[config.mk]
export PLATFORM = sky130hd
export DESIGN_NAME = ofdm_sync_detect_ctrl
export DESIGN_NICKNAME = d
export VERILOG_FILES = /design/src/rtl/sync_pkg.sv /design/src/rtl/ofdm_sync_thresh_cmp.sv /design/src/rtl/ofdm_sync_detect_ctrl.sv
export SDC_FILE = /design/constraint.sdc
export NUM_CORES = 1
export LEC_CHECK = 0
export CAP_MARGIN = 10
export CELL_PAD_IN_SITES_DETAIL_PLACEMENT = 1
export CELL_PAD_IN_SITES_GLOBAL_PLACEMENT = 2
export CORE_MARGIN = 1
export CORE_UTILIZATION = 35
export DETAILED_ROUTE_END_ITERATION = 10
export PLACE_DENSITY = 0.89
export REMOVE_ABC_BUFFERS = 1
export SLEW_MARGIN = 25
export SYNTH_ARGS = -nofsm -noshare
export SYNTH_HDL_FRONTEND = slang
export SYNTH_SLANG_ARGS = --single-unit
[constraint.sdc]
create_clock -name Clk -period 6.3 [get_ports Clk]
set_input_delay 1.89 -clock Clk [delete_from_list [all_inputs] [get_ports Clk]]
set_output_delay 1.89 -clock Clk [all_outputs]
set_load 0.02 [all_outputs]
[src/rtl/sync_pkg.sv]
// Shared definitions for the RX timing-sync chain (energy, correlation, detect).
// Samples are 21-bit fixed point: 1 sign bit, 8 integer bits, 12 fractional bits.
package sync_pkg;

  localparam int DW     = 21;
  localparam int FRAC_W = 12;

  // Detect FSM encoding
  localparam logic [1:0] IDLE    = 2'd0;
  localparam logic [1:0] SEARCH  = 2'd1;
  localparam logic [1:0] CONFIRM = 2'd2;
  localparam logic [1:0] HOLDOFF = 2'd3;

  typedef struct packed {
    logic vld;
    logic hit;
  } stage_t;

endpackage

[src/rtl/ofdm_sync_thresh_cmp.sv]
// Threshold compare for sync detect: clamps negative operands to zero, tests
// Corr*8 >= Energy*THRESH_NUM and registers the result as stage 1.
module ofdm_sync_thresh_cmp
  import sync_pkg::*;
#(
  parameter int THRESH_NUM = 6
)(
  input  logic          Clk,
  input  logic          Rst_n,
  input  logic          i_en,
  input  logic          i_corr_vld,
  input  logic [DW-1:0] i_corr,
  input  logic          i_eng_vld,
  input  logic [DW-1:0] i_eng,
  output logic          o_vld,
  output logic          o_hit
);

  localparam logic [3:0] TN = 4'(THRESH_NUM);

  logic [DW-1:0] w_corr;
  logic [DW-1:0] w_eng;
  logic [DW+2:0] w_lhs;
  logic [DW+2:0] w_rhs;
  stage_t        r_stg;

  assign w_corr = i_corr[DW-1] ? '0 : i_corr;
  assign w_eng  = i_eng[DW-1]  ? '0 : i_eng;
  assign w_lhs  = {w_corr, 3'b000};
  // THRESH_NUM <= 8 keeps the product inside DW+3 bits
  assign w_rhs  = {3'b000, w_eng} * {{(DW-1){1'b0}}, TN};

  always_ff @(posedge Clk or negedge Rst_n) begin
    if (!Rst_n) begin
      r_stg <= '0;
    end else begin
      r_stg.vld <= i_en & i_corr_vld & i_eng_vld;
      r_stg.hit <= (w_lhs >= w_rhs);
    end
  end

  assign o_vld = r_stg.vld;
  assign o_hit = r_stg.hit;

endmodule

[src/rtl/ofdm_sync_detect_ctrl.sv]
// Packet-start detector: confirms a sustained correlation plateau, emits a
// frame-start pulse, then holds off re-detection for a fixed sample count.
module ofdm_sync_detect_ctrl
  import sync_pkg::*;
#(
  parameter int THRESH_NUM  = 6,
  parameter int HIT_COUNT   = 32,
  parameter int HOLDOFF_LEN = 320
)(
  input  logic          Clk,
  input  logic          Rst_n,
  input  logic          SearchEn,
  input  logic          CorrEnable,
  input  logic [DW-1:0] CorrData,
  input  logic          EnergyEnable,
  input  logic [DW-1:0] EnergyData,
  output logic          DetectPulse,
  output logic          Locked,
  output logic [15:0]   SampleCnt,
  output logic          AlignErr
);

  localparam logic [7:0]  HIT_TGT = 8'(HIT_COUNT);
  localparam logic [15:0] HOLD_LD = 16'(HOLDOFF_LEN);

  logic        w_stg_vld;
  logic        w_stg_hit;
  logic        w_sample;
  logic        w_misalign;
  logic        w_en_rise;
  logic        w_detect;
  logic [7:0]  w_hit_nxt;

  logic        r_en_d;
  logic [1:0]  r_state;
  logic [7:0]  r_hit_cnt;
  logic [15:0] r_hold;
  logic [15:0] r_sample_cnt;
  logic        r_pulse;
  logic        r_locked;
  logic        r_align_err;

  ofdm_sync_thresh_cmp #(
    .THRESH_NUM (THRESH_NUM)
  ) u_cmp (
    .Clk        (Clk),
    .Rst_n      (Rst_n),
    .i_en       (SearchEn),
    .i_corr_vld (CorrEnable),
    .i_corr     (CorrData),
    .i_eng_vld  (EnergyEnable),
    .i_eng      (EnergyData),
    .o_vld      (w_stg_vld),
    .o_hit      (w_stg_hit)
  );

  assign w_sample   = CorrEnable & EnergyEnable;
  assign w_misalign = SearchEn & (CorrEnable ^ EnergyEnable);
  assign w_en_rise  = SearchEn & ~r_en_d;
  assign w_hit_nxt  = r_hit_cnt + 8'd1;

  // Plateau confirmed by the staged sample currently presented
  assign w_detect = w_stg_vld & w_stg_hit &
                    (((r_state == SEARCH)  && (HIT_TGT == 8'd1)) ||
                     ((r_state == CONFIRM) && (w_hit_nxt == HIT_TGT)));

  // Sample counter and alignment flag restart when detection is re-armed;
  // a sample or misalignment on the arming cycle itself still counts.
  always_ff @(posedge Clk or negedge Rst_n) begin
    if (!Rst_n) begin
      r_en_d       <= 1'b0;
      r_sample_cnt <= '0;
      r_align_err  <= 1'b0;
    end else begin
      r_en_d <= SearchEn;
      if (w_en_rise)
        r_sample_cnt <= w_sample ? 16'd1 : 16'd0;
      else if (SearchEn && w_sample)
        r_sample_cnt <= r_sample_cnt + 16'd1;
      if (w_en_rise)
        r_align_err <= w_misalign;
      else if (w_misalign)
        r_align_err <= 1'b1;
    end
  end

  always_ff @(posedge Clk or negedge Rst_n) begin
    if (!Rst_n) begin
      r_state   <= IDLE;
      r_hit_cnt <= '0;
      r_hold    <= '0;
      r_pulse   <= 1'b0;
      r_locked  <= 1'b0;
    end else begin
      r_pulse <= 1'b0;
      if (!SearchEn) begin
        r_state   <= IDLE;
        r_hit_cnt <= '0;
        r_hold    <= '0;
        r_locked  <= 1'b0;
      end else if (w_detect) begin
        r_state   <= HOLDOFF;
        r_hit_cnt <= '0;
        r_hold    <= HOLD_LD;
        r_pulse   <= 1'b1;
        r_locked  <= 1'b1;
      end else begin
        case (r_state)
          IDLE: begin
            r_state   <= SEARCH;
            r_hit_cnt <= '0;
          end
          SEARCH: begin
            if (w_stg_vld && w_stg_hit) begin
              r_hit_cnt <= 8'd1;
              r_state   <= CONFIRM;
            end
          end
          CONFIRM: begin
            if (w_stg_vld) begin
              if (!w_stg_hit) begin
                r_hit_cnt <= '0;
                r_state   <= SEARCH;
              end else begin
                r_hit_cnt <= w_hit_nxt;
              end
            end
          end
          HOLDOFF: begin
            // Only valid samples age the holdoff; hit/miss is irrelevant here
            if (w_stg_vld) begin
              if (r_hold <= 16'd1) begin
                r_hold   <= '0;
                r_locked <= 1'b0;
                r_state  <= SEARCH;
              end else begin
                r_hold <= r_hold - 16'd1;
              end
            end
          end
        endcase
      end
    end
  end

  assign DetectPulse = r_pulse;
  assign Locked      = r_locked;
  assign SampleCnt   = r_sample_cnt;
  assign AlignErr    = r_align_err;

endmodule

run_1/placement.png
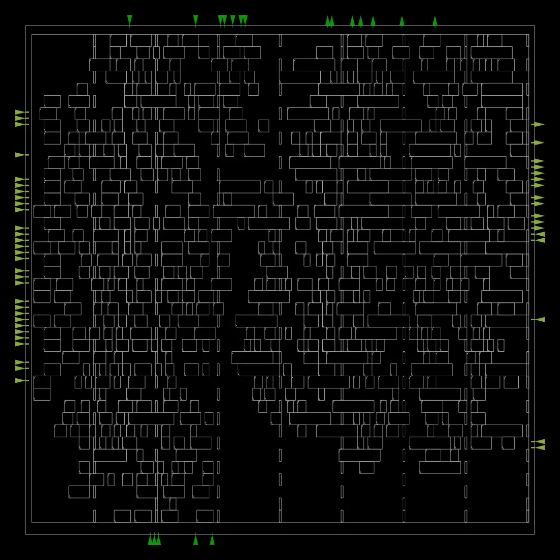
floorplan core area: 12100 µm²
Final Util: 0.441
Layout fillers: 1446
number of tapcells: 168

run_1/placement_by_type.png
Fill, decap, tap and diode cells in grey.
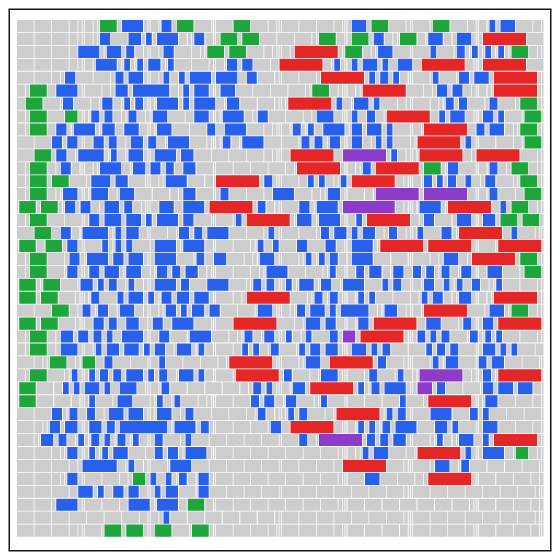
Key: red = sequential cells [cells 48]; blue = combinational and other logic [cells 460]; purple = clock drivers and dummy loads [cells 8]; green = remaining buffers and delay cells [cells 68]

run_1/power_grid.png
Scale bar: 20 µm. Pins as bars on the die edge. Tap cells in grey.
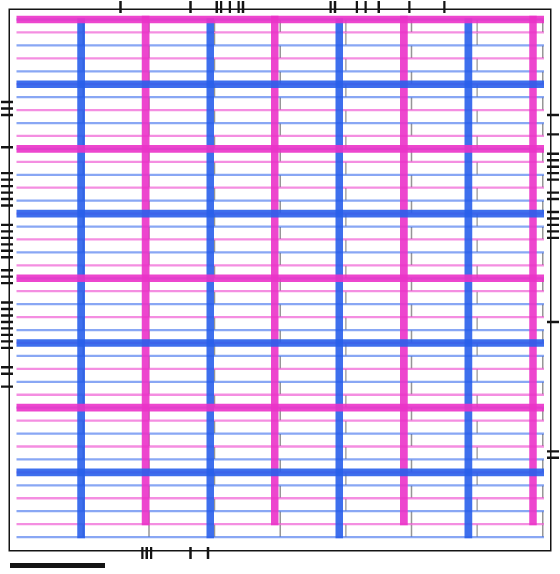
Key: blue = VSS; magenta = VDD
41 met1 rails follow the rows. 8 straps on met4. 8 straps on met5. 168 tap cells.

==> impl_metrics.toml, run 1 <==
# flow metrics
[outcome]
status = "completed"

[clock_network]
hold_buf_cts = 0
cts_tree = "done"
cts-root-buf = "clkbuf_16"
numCtsBuffers = 5
clk_pin_slew_ps = 70
post_cts_repair_timing_setup_buffer_count = 0
clock_tree.buffer_depth = 2
cts-resized-gates = 0
cts_htree_levels = 2
clk-insertion-delay-late_ps = 290
cts.sinks = 48

[floorplanning]
die_width_um = 114
rows = 40
top_level_port_count = 66
fp.dieH_um = 114
share_of_the_core_filled_by_cells_before_placement = 0.361
chip_area_um2 = 12900

[critical_path]
r2r_slack_ps = 3650
critPathLaunchType = "primary input"
reg2regPathDepth = 9
critical-path-max-stage-delay_ps = 680
crit_path_start = "EnergyData[20]"
setup_crit_end_kind = "flop"
count_of_buffering_cells_on_the_critical_path_with_inverters_included = 1
worstPathMaxFanout = 10
timing.setup.critical_path_class = "in -> reg"
cp.arrival_ps = 5610
path_delay_family = "AND-OR/OR-AND gates"
critical_path.reg2reg.startpoint = "r_state[0]$_DFFE_PN0P_"
cell_depth_of_the_worst_setup_path = 18
timing.critical_path.cells = "clkdlybuf4s50_1 -> nor2b_1 -> ha_1 -> nor3_1 -> a21oi_1 -> a32o_1 -> a2bb2oi_1 -> mux2i_1 -> xnor2_1 -> nand2_1 -> ha_1 -> a21o_1 -> a21o_1 -> a21oi_1 -> o211ai_1 -> a41oi_1 -> o21a_1 -> o21ai_1"

[detailed_routing]
final_antenna_net_count = 0
detail_route.wl_per_cell_um = 14.7
route.vias.total = 3986
top_layer_used = "met4"
detailed_routed_wire_length_on_met3_um = 260
viasPerCell = 5.30
met1_length_um = 5160
initialDrtViolationCount = 120

[logic_synthesis]
postSynth.topFlopCell = "dfrtp_1"
area_of_the_synthesized_netlist_per_yosys_stat_um2 = 4350
synth.yosys.num_cells = 527
synthesis.instances = 527
edf_count = 0
synth_warnings = 0
post_synth_num_cell_types = 65
syn-cell-area_um2 = 4350
synthesized_area_per_cell_um2 = 8.26
synth-seq-cells = 48

[layout]
finish.cell_count_without_fillers = 752
layout_top_cells = "65 x nor2_1, 64 x clkdlybuf4s50_1, 48 x dfrtp_1"
seqCellArea_um2 = 1200
antennaDiodeCount = 0
fraction_of_final_layout_cells_with_drive_strength_greater_than_1 = 0.0514
most_instantiated_logic_cell_after_routing = "nor2_1"
area_delta_synth_final_pct = 22.1
layout.area.comb_um2 = 2980

[global_route]
grt_pass1_wl_um = 19200
grtUsageTotal = 0.180
globalRouteOverflowTotal = 0
antenna_found_initial = 0
grt_max_degree = 49
first_global_vias = 4092

[power_and_ir_drop]
post-layout-total-power_w = 0.00106
ir_worst_vdd_uv = 115
power_density_nw_per_um2 = 200
leakage_nw = 2.29

[sta]
slew_viol_final = 0
max_clock_freq_mhz = 184
clock_skew_ps = 3.15
timing.final.crit_period_ps = 5440
report.final.hold_viol_count = 0
grt_setup_unrepaired = "no"
slew-limit-headroom = 0.378
final-setup-viol-count = 0
finalSetupTns_ps = 0
fin_worst_hold_slack_ps = 542
worstMarginPinSlew_ps = 931
finalCritPeriodShare = 0.863

[placement]
post-place-cells = 744
buffer_ports.inserted = 65
post-dp-hpwl_um = 8690

[hold_path]
hold_path_startpoint = "Locked$_DFFE_PN0P_"
min_path_type = "reg -> reg"
worst_hold_path.num_cells = 2

[flow_run]
cap_violations = 0
stage_log_warnings = 31
[run 1: worst register-to-register path, delay by kind of cell (launching register included)]
family | cells | cell delay (ps)
flops | 1 | 420
simple gates | 5 | 1080
buf+inv | 1 | 90
compound gates | 2 | 730
fa+ha+maj | 1 | 250
[run 1: Yosys cell counts, types with 3 or more instances]
master	count	area, µm²
a211oi_1	4	30.0
a21o_1	13	97.6
a21oi_1	39	195
a31oi_1	3	18.8
and2_1	3	18.8
and3_1	7	43.8
and4_1	3	26.3
buf_2	9	45.0
clkbuf_1	6	22.5
dfrtp_1	48	1200
ha_1	43	538
inv_1	20	75.1
mux2i_1	3	30.0
nand2_1	37	139
nand2b_1	5	31.3
nand3_1	15	75.1
nand3b_1	3	22.5
nand4_1	5	31.3
nor2_1	65	244
nor2b_1	41	257
nor3_1	8	40.0
nor4_1	3	18.8
o2111ai_1	3	26.3
o211ai_1	6	45.0
o21a_1	5	37.5
o21ai_0	17	85.1
o21ai_1	18	90.1
o31ai_2	3	37.5
or3_1	6	37.5
or4_1	4	30.0
xnor2_1	18	158
xor2_1	26	228
[run 1: final cells by class]
cell class / count / share of cell area
Clock buffer: 5 / 0.0235
Timing Repair Buffer: 68 / 0.126
Tap cell: 168 / 0.0395
Multi-Input combinational cell: 439 / 0.561
Clock inverter: 3 / 0.00871
Sequential cell: 48 / 0.226
Inverter: 21 / 0.0148
[run 1: path summary, 6_finish.rpt]
| path | to |
|---|---|
| worst max register to register | r_hold[4]$_DFFE_PN0P_ |
| max in group asynchronous | SampleCnt[0]$_DFFE_PN0P_ |
| worst min-delay path | Locked$_DFFE_PN0P_ |
| worst min register to register | Locked$_DFFE_PN0P_ |
| worst max-delay path | u_cmp.o_hit$_DFF_PN0_ |
| min in group asynchronous | r_hold[15]$_DFFE_PN0P_ |
[run 1: layer usage]
layer | vias to the layer above | GRT usage
met5 | - | 0
met4 | 0 | 0.0474
met3 | 8 | 0.0154
met2 | 61 | 0.327
met1 | 1944 | 0.228
li1 | 1973 | -
[run 1: stage by stage]
step	setup WS (ps)	cell area, µm²	utilization
after floorplan	1600	4260	-
after global placement	668	5130	0.426
after detailed placement	567	5140	0.426
after CTS	876	5310	0.440
after global routing	560	5320	0.441
final	861	5320	0.441
[run 1: report_power, final]
part	total (W)	leakage, nW	internal, W	switching (W)
combinational	0.000394	1.56	0.000169	0.000225
sequential	0.000363	0.653	0.000334	0.0000283
clock	0.000308	0.0804	0.000189	0.000119
[run 1: logic make-up (layout without fill, tap and decap cells)]
| logic type | after synthesis | in the layout | share of synthesized area |
|---|---|---|---|
| flip-flops | 48 | 48 | 0.276 |
| AND/OR/NAND/NOR | 215 | 215 | 0.258 |
| multiplexers | 3 | 3 | 0.00690 |
| XOR/XNOR | 44 | 44 | 0.0885 |
| buffers and inverters | 40 | 97 | 0.0405 |
| AND-OR/OR-AND | 132 | 132 | 0.202 |
| adder cells (fa/ha/maj) | 45 | 45 | 0.128 |
run_1/metal_density.png
23 x 23 tiles, from dark blue (low) to red (high), scaled to the fullest tile. Values are wire area over tile area, all layers added.
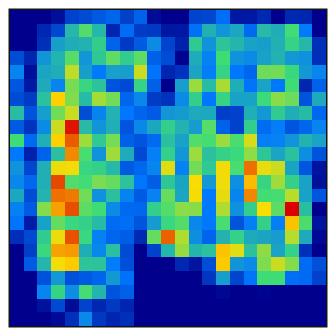

==> run 2, diff against run 1 <==
Settings changed: GPL_TIMING_DRIVEN from default to 0.
run_2/metal_density.png
23 x 23 tiles, from dark blue (low) to red (high), scaled to the fullest tile. Values are wire area over tile area, all layers added.
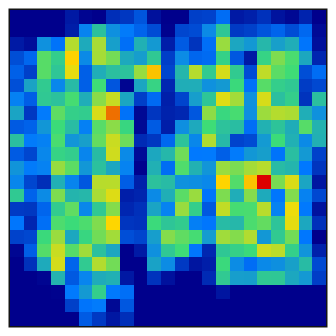
The mean over all tiles is 0.13. The emptiest ninth of the die: south. The fullest tile reaches 0.45. 20% of the tiles are over half the peak. The densest ninth of the die: east.

==> run 2 against run 1 <==
Effect of this change:
- clock-buffer cell count unchanged
- global-route usage up 0.10 points
- via count about the same
- critical path depth unchanged
- non-clock buffer count down 3
- maximum frequency down 2.8%
- routed wire length up 2.2%
- first-iteration DRC count up 8.3%
- combinational power about the same
- highest routed layer unchanged
- synthesized cell count unchanged
- total power down 0.18%
==> impl_metrics.toml, run 2 <==
# flow metrics
[clock_network]
clk_pin_slew_ps = 70
cts_htree_levels = 2
cts_tree = "done"
clock_tree.buffer_depth = 2
cts-root-buf = "clkbuf_16"
numCtsBuffers = 5

[power_and_ir_drop]
leakage_nw = 2.27

[sta]
timing.final.crit_period_ps = 5600
worstMarginPinSlew_ps = 993
slew_viol_final = 0
final-setup-viol-count = 0
fin_ws_ps = 705
finalCritPeriodShare = 0.888
max_clock_freq_mhz = 179
slew-limit-headroom = 0.338

[floorplanning]
die_width_um = 114
chip_area_um2 = 12900
rows = 40
top_level_port_count = 66

[critical_path]
timing.setup.critical_path_class = "in -> reg"
cp.arrival_ps = 5770
setup_crit_end_kind = "flop"

[global_route]
grt_max_degree = 49
antenna_found_initial = 0
first_global_vias = 4126
grt_pass1_wl_um = 19100

[logic_synthesis]
synth.yosys.num_cells = 527
yosysTopAreaCellShare = 0.276
post-synth-top-area-cell = "dfrtp_1"
post_synth_num_cell_types = 65
ys_top_cells_by_count = "65 x nor2_1, 48 x dfrtp_1, 43 x ha_1, 41 x nor2b_1, 39 x a21oi_1"
synthesis.instances = 527
edf_count = 0
synthesized_area_per_cell_um2 = 8.26
postSynth.topFlopCell = "dfrtp_1"

[layout]
seqCellArea_um2 = 1200
n_fill_cell = 1448
fraction_of_final_layout_cells_with_drive_strength_greater_than_1 = 0.0499
antennaDiodeCount = 0
final_cell_area_excluding_filler_cells_um2 = 5280
layout_top_cells = "65 x nor2_1, 63 x clkdlybuf4s50_1, 48 x dfrtp_1"
most_instantiated_logic_cell_after_routing = "nor2_1"
finish.cell_count_without_fillers = 749

[placement]
post-place-cells = 741
post-dp-hpwl_um = 8710
buffer_ports.inserted = 65
placement.setup.worst_slack_ps = -174
postPlaceCellArea_um2 = 5110

[outcome]
status = "completed"

[detailed_routing]
viasPerCell = 5.32
initialDrtViolationCount = 130
final_antenna_net_count = 0

[flow_run]
cap_violations = 0
run 2: cell families after synthesis:
group	share of synthesized area
AND-OR/OR-AND	0.202
XOR/XNOR	0.0885
adder cells (fa/ha/maj)	0.128
buffers and inverters	0.0405
flip-flops	0.276
multiplexers	0.00690
AND/OR/NAND/NOR	0.258
run 2: critical path, stage by stage:
cell             delay [ps]
clkdlybuf4s50_1         590
nor2b_1                 230
ha_1                    260
nor3_1                  280
a21oi_1                 180
a32o_1                  300
a2bb2oi_1               170
mux2i_1                 240
xnor2_1                 130
nand2_1                  70
ha_1                    290
a21o_1                  180
a21o_1                  170
a21oi_1                 140
o211ai_1                 90
a41oi_1                 250
o21a_1                  220
o21ai_1                  70
run 2: report_power, final:
group	internal (W)	leakage [nW]	switching (W)
sequential	0.000334	0.653	0.0000281
combinational	0.000168	1.54	0.000224
clock	0.000189	0.0804	0.000120
total	0.000691	2.27	0.000372
run 2: metal layers:
metal / wire length [µm] / global-route usage / vias up
met2: 5850 / 0.346 / 60
li1: - / - / 1966
met3: 223 / 0.0149 / 10
met5: 0 / 0 / -
met1: 5130 / 0.217 / 1951
met4: 127 / 0.0447 / 0
run 2: layout make-up:
type                    count  area share
flip-flops and latches     48       0.227
multi-input cells         439       0.564
clock buffers               5      0.0237
repair buffers             65       0.122
inverters                  21      0.0149
clock inverters             3     0.00876
well taps                 168      0.0398
run 2: stage by stage:
stage	utilization	setup TNS [ps]	power, W	hold WS [ps]
2_1_floorplan	-	0	0.000629	497
3_3_place_gp	0.424	-114	0.000743	513
3_5_place_dp	0.424	-174	0.000763	527
4_1_cts	0.438	0	0.00108	550
5_1_grt	0.438	0	0.00113	565
6_report	0.438	0	0.00106	546
run 2: worst paths after layout:
check                                       start                  endpoint  slack, ps  depth (start not counted)
setup / recovery                    EnergyData[3]     u_cmp.o_hit$_DFF_PN0_        700                         18
hold / removal              r_hold[7]$_DFFE_PN0P_     r_hold[7]$_DFFE_PN0P_        550                          2
setup reg to reg           r_state[0]$_DFFE_PN0P_     r_hold[4]$_DFFE_PN0P_       3380                          9
hold reg to reg             r_hold[7]$_DFFE_PN0P_     r_hold[7]$_DFFE_PN0P_        550                          2
max in group asynchronous                   Rst_n  SampleCnt[6]$_DFFE_PN0P_       4270                          1
min in group asynchronous                   Rst_n    r_hold[13]$_DFFE_PN0P_       1620                          1
==> run 3, diff against run 2 <==
Settings changed: TNS_END_PERCENT from default to 1.
run_3/metal_density.png
23 x 23 tiles, from dark blue (low) to red (high), scaled to the fullest tile. Values are wire area over tile area, all layers added.
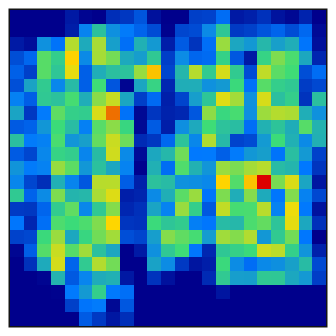
The fullest tile reaches 0.45. The emptiest ninth of the die: south. 16% of the tiles are nearly empty.

==> run 3 against run 2 <==
Effect of this change:
- clock skew unchanged
- final cell count unchanged
- largest cell class unchanged
- maximum frequency unchanged
- sequential share of layout area unchanged
- non-clock buffer count unchanged
- critical path type unchanged
==> impl_metrics.toml, run 3 <==
# flow metrics
[floorplanning]
top_level_port_count = 66
fp.dieH_um = 114

[logic_synthesis]
synth_warnings = 0
synth.cellmix.simpleShare = 0.258
syn-cell-area_um2 = 4350
post-synth-top-area-cell = "dfrtp_1"
postSynth.topFlopCell = "dfrtp_1"
synthesis.instances = 527
synth.area.top_cells = "dfrtp_1 28%, ha_1 12%, nor2b_1 5.9%, nor2_1 5.6%, xor2_1 5.2%"
muxShareOfSynthArea = 0.00690
synthesized_area_per_cell_um2 = 8.26
synth-seq-cells = 48
post_synth_num_cell_types = 65
ys_sh_adder = 0.128

[sta]
worstMarginPinSlew_ps = 993
finalSetupTns_ps = 0
fin_worst_hold_slack_ps = 546
fin_ws_ps = 705
slew_viol_final = 0
grt_setup_unrepaired = "no"
max_clock_freq_mhz = 179
timing.final.crit_period_ps = 5600
slew-limit-headroom = 0.338

[clock_network]
cts_tree = "done"
cts_htree_levels = 2
clk-insertion-delay-late_ps = 290
post_cts_repair_timing_setup_buffer_count = 0

[placement]
postPlaceCellArea_um2 = 5110
post-dp-hpwl_um = 8710
placement.setup.worst_slack_ps = -174

[global_route]
grtUsageTotal = 0.181
antenna_found_initial = 0
globalRouteOverflowTotal = 0

[detailed_routing]
initialDrtViolationCount = 130
viasPerCell = 5.32
route.vias.total = 3987

[layout]
layout.core_utilization = 0.438
area_delta_synth_final_pct = 21.4
final_cell_area_excluding_filler_cells_um2 = 5280
layout_top_cells = "65 x nor2_1, 63 x clkdlybuf4s50_1, 48 x dfrtp_1"
antennaDiodeCount = 0
fraction_of_final_layout_cells_with_drive_strength_greater_than_1 = 0.0499
most_instantiated_logic_cell_after_routing = "nor2_1"

[power_and_ir_drop]
power_density_nw_per_um2 = 201
ir_worst_vdd_uv = 99.6

[outcome]
status = "completed"

[critical_path]
timing.setup.critical_path_class = "in -> reg"
run 3: cell counts after synthesis:
No cell type changed its count.
run 3: final timing paths:
path / startpoint / slack (ps) / endpoint
max reg2reg: r_state[0]$_DFFE_PN0P_ / 3380 / r_hold[4]$_DFFE_PN0P_
min reg2reg: r_hold[7]$_DFFE_PN0P_ / 550 / r_hold[7]$_DFFE_PN0P_
max in group asynchronous: Rst_n / 4270 / SampleCnt[6]$_DFFE_PN0P_
min: r_hold[7]$_DFFE_PN0P_ / 550 / r_hold[7]$_DFFE_PN0P_
max: EnergyData[3] / 700 / u_cmp.o_hit$_DFF_PN0_
min in group asynchronous: Rst_n / 1620 / r_hold[13]$_DFFE_PN0P_
run 3: metal layers:
layer	vias to the layer above	part of all wire	track usage
met1	1951	0.45	0.217
met2	60	0.52	0.346
li1	1966	-	-
met5	-	0	0
met3	10	0.020	0.0149
met4	0	0.011	0.0447
run 3: cell type report:
cell class / instances / area [µm²]
clock buffer: 5 / 125
inverter: 21 / 78.8
timing repair buffer: 65 / 643
tap: 168 / 210
sequential: 48 / 1200
multi-input combinational: 439 / 2980
fill: 1448 / 6780
clock inverter: 3 / 46.3
run 3: report_power, final:
part	switching, W	internal, W	leakage, nW
logic	0.000224	0.000168	1.54
registers	0.0000281	0.000334	0.653
clock network	0.000120	0.000189	0.0804
total	0.000372	0.000691	2.27
run 3: stage by stage:
step	total power, W	std cells
after floorplan	0.000629	508
after global placement	0.000743	741
after detailed placement	0.000763	741
after CTS	0.00108	749
after global routing	0.00113	749
final	0.00106	749
run 3: cell families after synthesis:
family / count (synthesis)
AND-OR/OR-AND: 132
XOR/XNOR: 44
adder cells (fa/ha/maj): 45
buffers and inverters: 40
flip-flops: 48
multiplexers: 3
AND/OR/NAND/NOR: 215
run 3: critical path, stage by stage:
cell and delay (ps):
clkdlybuf4s50_1 590, nor2b_1 230, ha_1 260, nor3_1 280
a21oi_1 180, a32o_1 300, a2bb2oi_1 170, mux2i_1 240
xnor2_1 130, nand2_1 70, ha_1 290, a21o_1 180
a21o_1 170, a21oi_1 140, o211ai_1 90, a41oi_1 250
o21a_1 220, o21ai_1 70
Power figures rest on the tool's default switching activity, not on a simulated workload.
